**src/rtl/punc_lsu.sv**
```systemverilog
// Load/store unit for PUnC-family cores: sequences LD/ST/LDI/STI over a
// req/gnt/rvalid memory port and returns loaded data with n/z/p codes.
module punc_lsu #(
    parameter int unsigned DATA_W  = 16,
    parameter int unsigned ADDR_W  = 16,
    parameter int unsigned OFF_W   = 9,
    parameter int unsigned TIMEOUT = 0
) (
    input  logic              clk,
    input  logic              rst,
    input  logic              i_cmd_valid,
    output logic              o_cmd_ready,
    input  logic [1:0]        i_cmd_op,
    input  logic [ADDR_W-1:0] i_cmd_base,
    input  logic [OFF_W-1:0]  i_cmd_off,
    input  logic [DATA_W-1:0] i_cmd_wdata,
    output logic              o_mem_req,
    output logic              o_mem_we,
    output logic [ADDR_W-1:0] o_mem_addr,
    output logic [DATA_W-1:0] o_mem_wdata,
    input  logic              i_mem_gnt,
    input  logic              i_mem_rvalid,
    input  logic [DATA_W-1:0] i_mem_rdata,
    output logic              o_rsp_valid,
    output logic [DATA_W-1:0] o_rsp_data,
    output logic              o_rsp_n,
    output logic              o_rsp_z,
    output logic              o_rsp_p,
    output logic              o_rsp_err
);

    localparam int unsigned CNT_W    = (TIMEOUT > 0) ? $clog2(TIMEOUT + 1) : 1;
    localparam int unsigned TMO_LAST = (TIMEOUT > 0) ? TIMEOUT - 1 : 0;

    typedef enum logic [2:0] {
        S_IDLE,
        S_PTR_REQ,
        S_PTR_WAIT,
        S_ACC_REQ,
        S_ACC_WAIT,
        S_RESP
    } state_t;

    state_t            r_state;
    state_t            w_next;
    logic [1:0]        r_op;
    logic [1:0]        w_op;
    logic [CNT_W-1:0]  r_cnt;
    logic [CNT_W-1:0]  w_cnt;

    logic              r_cmd_ready;
    logic              r_mem_req;
    logic              r_mem_we;
    logic [ADDR_W-1:0] r_mem_addr;
    logic [DATA_W-1:0] r_mem_wdata;
    logic              r_rsp_valid;
    logic [DATA_W-1:0] r_rsp_data;
    logic              r_rsp_n;
    logic              r_rsp_z;
    logic              r_rsp_p;
    logic              r_rsp_err;

    logic              w_cmd_ready;
    logic              w_mem_req;
    logic              w_mem_we;
    logic [ADDR_W-1:0] w_mem_addr;
    logic [DATA_W-1:0] w_mem_wdata;
    logic              w_rsp_valid;
    logic [DATA_W-1:0] w_rsp_data;
    logic              w_rsp_n;
    logic              w_rsp_z;
    logic              w_rsp_p;
    logic              w_rsp_err;

    logic [ADDR_W-1:0] w_off_sext;
    logic [ADDR_W-1:0] w_ea;
    logic              w_tmo;
    logic              w_rd_neg;
    logic              w_rd_zero;

    // Effective address wraps modulo 2^ADDR_W.
    assign w_off_sext = ADDR_W'($signed(i_cmd_off));
    assign w_ea       = i_cmd_base + w_off_sext;
    assign w_tmo      = (TIMEOUT > 0) && (r_cnt == CNT_W'(TMO_LAST));
    assign w_rd_neg   = i_mem_rdata[DATA_W-1];
    assign w_rd_zero  = (i_mem_rdata == '0);

    always_ff @(posedge clk or posedge rst) begin
        if (rst) begin
            r_state <= S_IDLE;
        end else begin
            r_state <= w_next;
        end
    end

    // Next state plus the next value of every registered output.
    always_comb begin
        w_next      = r_state;
        w_op        = r_op;
        w_cnt       = r_cnt;
        w_cmd_ready = 1'b0;
        w_mem_req   = 1'b0;
        w_mem_we    = 1'b0;
        w_mem_addr  = r_mem_addr;
        w_mem_wdata = r_mem_wdata;
        w_rsp_valid = 1'b0;
        w_rsp_data  = r_rsp_data;
        w_rsp_n     = r_rsp_n;
        w_rsp_z     = r_rsp_z;
        w_rsp_p     = r_rsp_p;
        w_rsp_err   = r_rsp_err;

        case (r_state)
            S_IDLE: begin
                w_cmd_ready = 1'b1;
                if (i_cmd_valid) begin
                    w_cmd_ready = 1'b0;
                    w_op        = i_cmd_op;
                    w_cnt       = '0;
                    w_mem_req   = 1'b1;
                    w_mem_addr  = w_ea;
                    w_mem_wdata = i_cmd_op[0] ? i_cmd_wdata : '0;
                    if (i_cmd_op[1]) begin
                        w_next   = S_PTR_REQ;
                        w_mem_we = 1'b0;
                    end else begin
                        w_next   = S_ACC_REQ;
                        w_mem_we = i_cmd_op[0];
                    end
                end
            end
            S_PTR_REQ: begin
                w_mem_req = 1'b1;
                if (i_mem_gnt) begin
                    w_mem_req = 1'b0;
                    w_cnt     = '0;
                    w_next    = S_PTR_WAIT;
                end
            end
            S_PTR_WAIT: begin
                if (i_mem_rvalid) begin
                    w_next     = S_ACC_REQ;
                    w_mem_req  = 1'b1;
                    w_mem_we   = r_op[0];
                    w_mem_addr = i_mem_rdata[ADDR_W-1:0];
                end else if (w_tmo) begin
                    w_next      = S_RESP;
                    w_rsp_valid = 1'b1;
                    w_rsp_err   = 1'b1;
                    w_rsp_data  = '0;
                    w_rsp_n     = 1'b0;
                    w_rsp_z     = 1'b0;
                    w_rsp_p     = 1'b0;
                end else if (TIMEOUT > 0) begin
                    w_cnt = r_cnt + CNT_W'(1);
                end
            end
            S_ACC_REQ: begin
                w_mem_req = 1'b1;
                w_mem_we  = r_op[0];
                if (i_mem_gnt) begin
                    w_mem_req = 1'b0;
                    w_mem_we  = 1'b0;
                    w_cnt     = '0;
                    if (r_op[0]) begin
                        w_next      = S_RESP;
                        w_rsp_valid = 1'b1;
                        w_rsp_err   = 1'b0;
                        w_rsp_data  = '0;
                        w_rsp_n     = 1'b0;
                        w_rsp_z     = 1'b0;
                        w_rsp_p     = 1'b0;
                    end else begin
                        w_next = S_ACC_WAIT;
                    end
                end
            end
            S_ACC_WAIT: begin
                if (i_mem_rvalid) begin
                    w_next      = S_RESP;
                    w_rsp_valid = 1'b1;
                    w_rsp_err   = 1'b0;
                    w_rsp_data  = i_mem_rdata;
                    w_rsp_n     = w_rd_neg;
                    w_rsp_z     = w_rd_zero;
                    w_rsp_p     = !w_rd_neg && !w_rd_zero;
                end else if (w_tmo) begin
                    w_next      = S_RESP;
                    w_rsp_valid = 1'b1;
                    w_rsp_err   = 1'b1;
                    w_rsp_data  = '0;
                    w_rsp_n     = 1'b0;
                    w_rsp_z     = 1'b0;
                    w_rsp_p     = 1'b0;
                end else if (TIMEOUT > 0) begin
                    w_cnt = r_cnt + CNT_W'(1);
                end
            end
            S_RESP: begin
                w_next      = S_IDLE;
                w_cmd_ready = 1'b1;
            end
            default: begin
                w_next      = S_IDLE;
                w_cmd_ready = 1'b1;
            end
        endcase
    end

    always_ff @(posedge clk or posedge rst) begin
        if (rst) begin
            r_op        <= 2'b00;
            r_cnt       <= '0;
            r_cmd_ready <= 1'b1;
            r_mem_req   <= 1'b0;
            r_mem_we    <= 1'b0;
            r_mem_addr  <= '0;
            r_mem_wdata <= '0;
            r_rsp_valid <= 1'b0;
            r_rsp_data  <= '0;
            r_rsp_n     <= 1'b0;
            r_rsp_z     <= 1'b0;
            r_rsp_p     <= 1'b0;
            r_rsp_err   <= 1'b0;
        end else begin
            r_op        <= w_op;
            r_cnt       <= w_cnt;
            r_cmd_ready <= w_cmd_ready;
            r_mem_req   <= w_mem_req;
            r_mem_we    <= w_mem_we;
            r_mem_addr  <= w_mem_addr;
            r_mem_wdata <= w_mem_wdata;
            r_rsp_valid <= w_rsp_valid;
            r_rsp_data  <= w_rsp_data;
            r_rsp_n     <= w_rsp_n;
            r_rsp_z     <= w_rsp_z;
            r_rsp_p     <= w_rsp_p;
            r_rsp_err   <= w_rsp_err;
        end
    end

    assign o_cmd_ready = r_cmd_ready;
    assign o_mem_req   = r_mem_req;
    assign o_mem_we    = r_mem_we;
    assign o_mem_addr  = r_mem_addr;
    assign o_mem_wdata = r_mem_wdata;
    assign o_rsp_valid = r_rsp_valid;
    assign o_rsp_data  = r_rsp_data;
    assign o_rsp_n     = r_rsp_n;
    assign o_rsp_z     = r_rsp_z;
    assign o_rsp_p     = r_rsp_p;
    assign o_rsp_err   = r_rsp_err;

endmodule

```
**config.mk**
```make
export PLATFORM = sky130hd
export DESIGN_NAME = punc_lsu
export DESIGN_NICKNAME = d
export VERILOG_FILES = /design/src/rtl/punc_lsu.sv
export SDC_FILE = /design/constraint.sdc
export NUM_CORES = 1
export LEC_CHECK = 0
export CORE_ASPECT_RATIO = 1.5
export CORE_UTILIZATION = 48
export CTS_CLUSTER_SIZE = 25
export DETAILED_ROUTE_END_ITERATION = 7
export PLACE_DENSITY = 0.86
export SETUP_SLACK_MARGIN = 0.15
export SYNTH_ARGS = -nofsm -noshare
export SYNTH_HDL_FRONTEND = slang
export SYNTH_SLANG_ARGS = --single-unit
```
**constraint.sdc**
```tcl
create_clock -name clk -period 4.4 [get_ports clk]
set_input_delay 1.1 -clock clk [delete_from_list [all_inputs] [get_ports clk]]
set_output_delay 1.1 -clock clk [all_outputs]
set_load 0.02 [all_outputs]
```
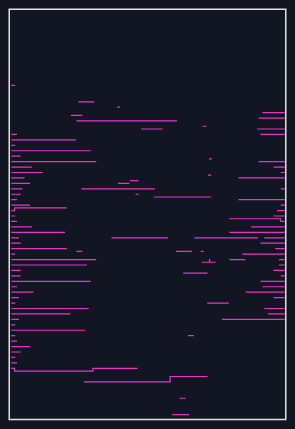
(images/met3.png)
Drawn at 4 px/um.
The longest straight run is 24.8 um. 89 nets have wire on it. The wires run mostly horizontal.
DR vias: 3140
Detailed Route WL: 9140 um

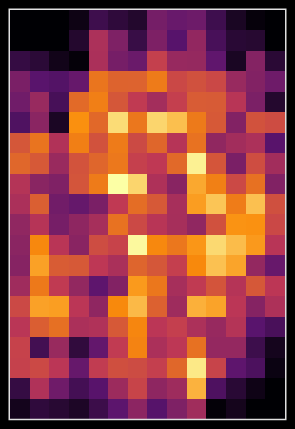
(images/wire_density.png)
Drawn at 4 px/um. The die is cut into 14 by 20 equal tiles; black is low, pale yellow is high, scaled to the fullest tile. Values are wire area over tile area, all layers added.
44% of the tiles are over half the peak. The fullest tile reaches 0.47. 5.0% of the tiles are nearly empty. The emptiest ninth of the die: upper left. The mean over all tiles is 0.21.
post-DR wirelength/cell: 16.7 um
GRT Overall Usage: 0.287

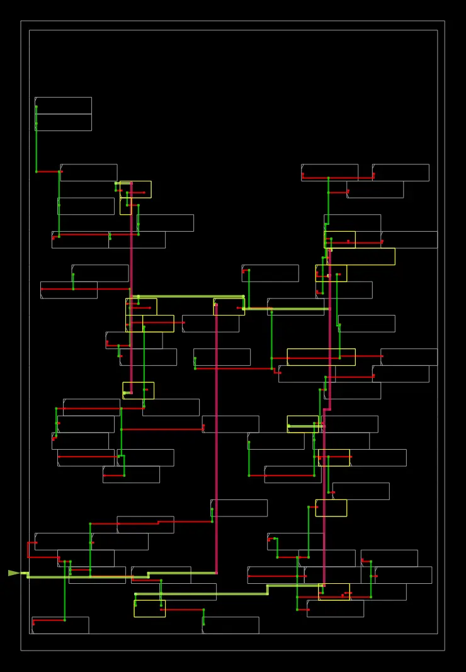
(images/final_clocks.png)
P_clk: 575 uW
worst clock skew: 9.28 ps

==> results.tsv <==
metric	value	unit
openroad.warnings	26	
hpwl	6870	um
required	4600	ps
drc	0	
crit_path_max_incr_delay	400	ps
die_h	102	um
holdPathEnd	o_mem_addr[6]$_DFFE_PP0P_	
top_layer	met4	
ys_area	3210	sq um
instances_no_fill	547	
detail_route.first_pass.iterations	4	
gr-usage-met3	0.0871	
cts_sinks	58	
yosys_warnings	0	
antenna_found_initial	0	
cp-startpoint	i_cmd_base[0]	
viasPerCell	5.74	
max_freq	0.334	GHz
end_kind	flop	
die-area	7030	sq um
p_clk_frac	0.195	
crit_path_end	o_mem_addr[14]$_DFFE_PP0P_	
hold_viol	0	
multi_input_comb_cells	265	
biggestCellCategory	combinational gates	
holdWs	486	ps
cts_inserted_buffers	9	
leakage	0.00207	uW
fin_setup_tns	0	ps
gr-total-overflow	0	
numPortBuffers	118	
root_buffer	clkbuf_8	
pwr_density_cell	632	nW/um^2
n_all_buffers	123	
clk_latency	340	ps
p_total	2950	uW
run_status	completed	
crit_arrival	3190	ps
async_flop_share	1.00	
nFlopsAndLatches	58	
drv_slew	0	
gp_congestion	0.912	
grt_pass1_vias	3130	
path_max_fanout	5	
fp.coreArea	6490	sq um
drive_above_1_share	0.0616	
path_depth	8	
topCombFamilyByArea	AND-OR/OR-AND gates	
ys_cells	352	
slew_headroom	0.404	
tritoncts	done	
rows	36	
grt_max_degree	42	
pwr-share-seq	0.320	
aoi_share	0.227	
synth_flop_count	58	
rsz0062_at_grt	no	
synthCells	352	
post-cts-setup-buffers	0	
ff_type	dfrtp_1	
p_int	1810	uW
hold_class	flop to flop	
edf_count	0	
max_cap_violations	0	
nonClkBufAreaFrac	0.261	
ant_nets	0	
yosys.area_share.simple	0.181	
dr_wl_met2	4710	um
inverters	9	
final_common_cell	clkdlybuf4s50_1	
fp_util	0.495	
reg2reg_slack	2120	ps
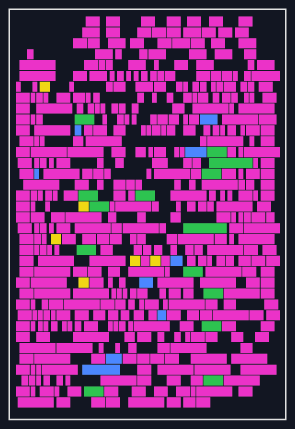
(images/drive_strength.png)
Drawn at 4 px/um.
drive 6 and up: marked green, cells 14. drive 2: marked blue, cells 9. drive 3 to 4: marked yellow, cells 6. drive 1 or less: marked magenta, cells 442.
synth-to-layout area growth: 45.3%
fin area: 4660 sq um

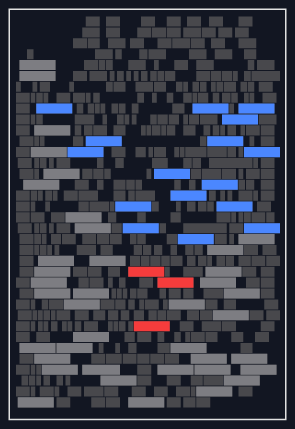
(images/registers.png)
Drawn at 4 px/um. Other sequential cells in the stronger gray, the rest of the logic in the fainter gray.
`r_state`: marked red, flops 3. `o_mem_addr`: marked blue, flops 16.
final core occ: 0.719
flop share of the area: 0.311
Reg area: 1450 sq um
Seq group: 943 uW

-- power groups by stage --
stage	registers, uW	logic [uW]	clock network (uW)
6_report	943	1430	575
5_1_grt	971	1550	607
4_1_cts	942	1440	584
3_5_place_dp	942	1430	0
3_3_place_gp	934	1400	0
2_1_floorplan	1160	569	0
-- synth_stat cells, drive strengths merged (5+ instances only) --
| library cell | n | area share |
|---|---|---|
| nor2 | 20 | 0.024 |
| a22o | 16 | 0.044 |
| inv | 9 | 0.011 |
| nand2 | 62 | 0.072 |
| nand3 | 7 | 0.011 |
| a31oi | 9 | 0.018 |
| nor3 | 5 | 0.0094 |
| o21ai | 37 | 0.058 |
| ha | 15 | 0.058 |
| a21oi | 22 | 0.034 |
| buf | 10 | 0.019 |
| clkbuf | 10 | 0.012 |
| dfrtp | 57 | 0.44 |
| and3 | 9 | 0.018 |
Power is estimated from default activity; no workload was simulated.
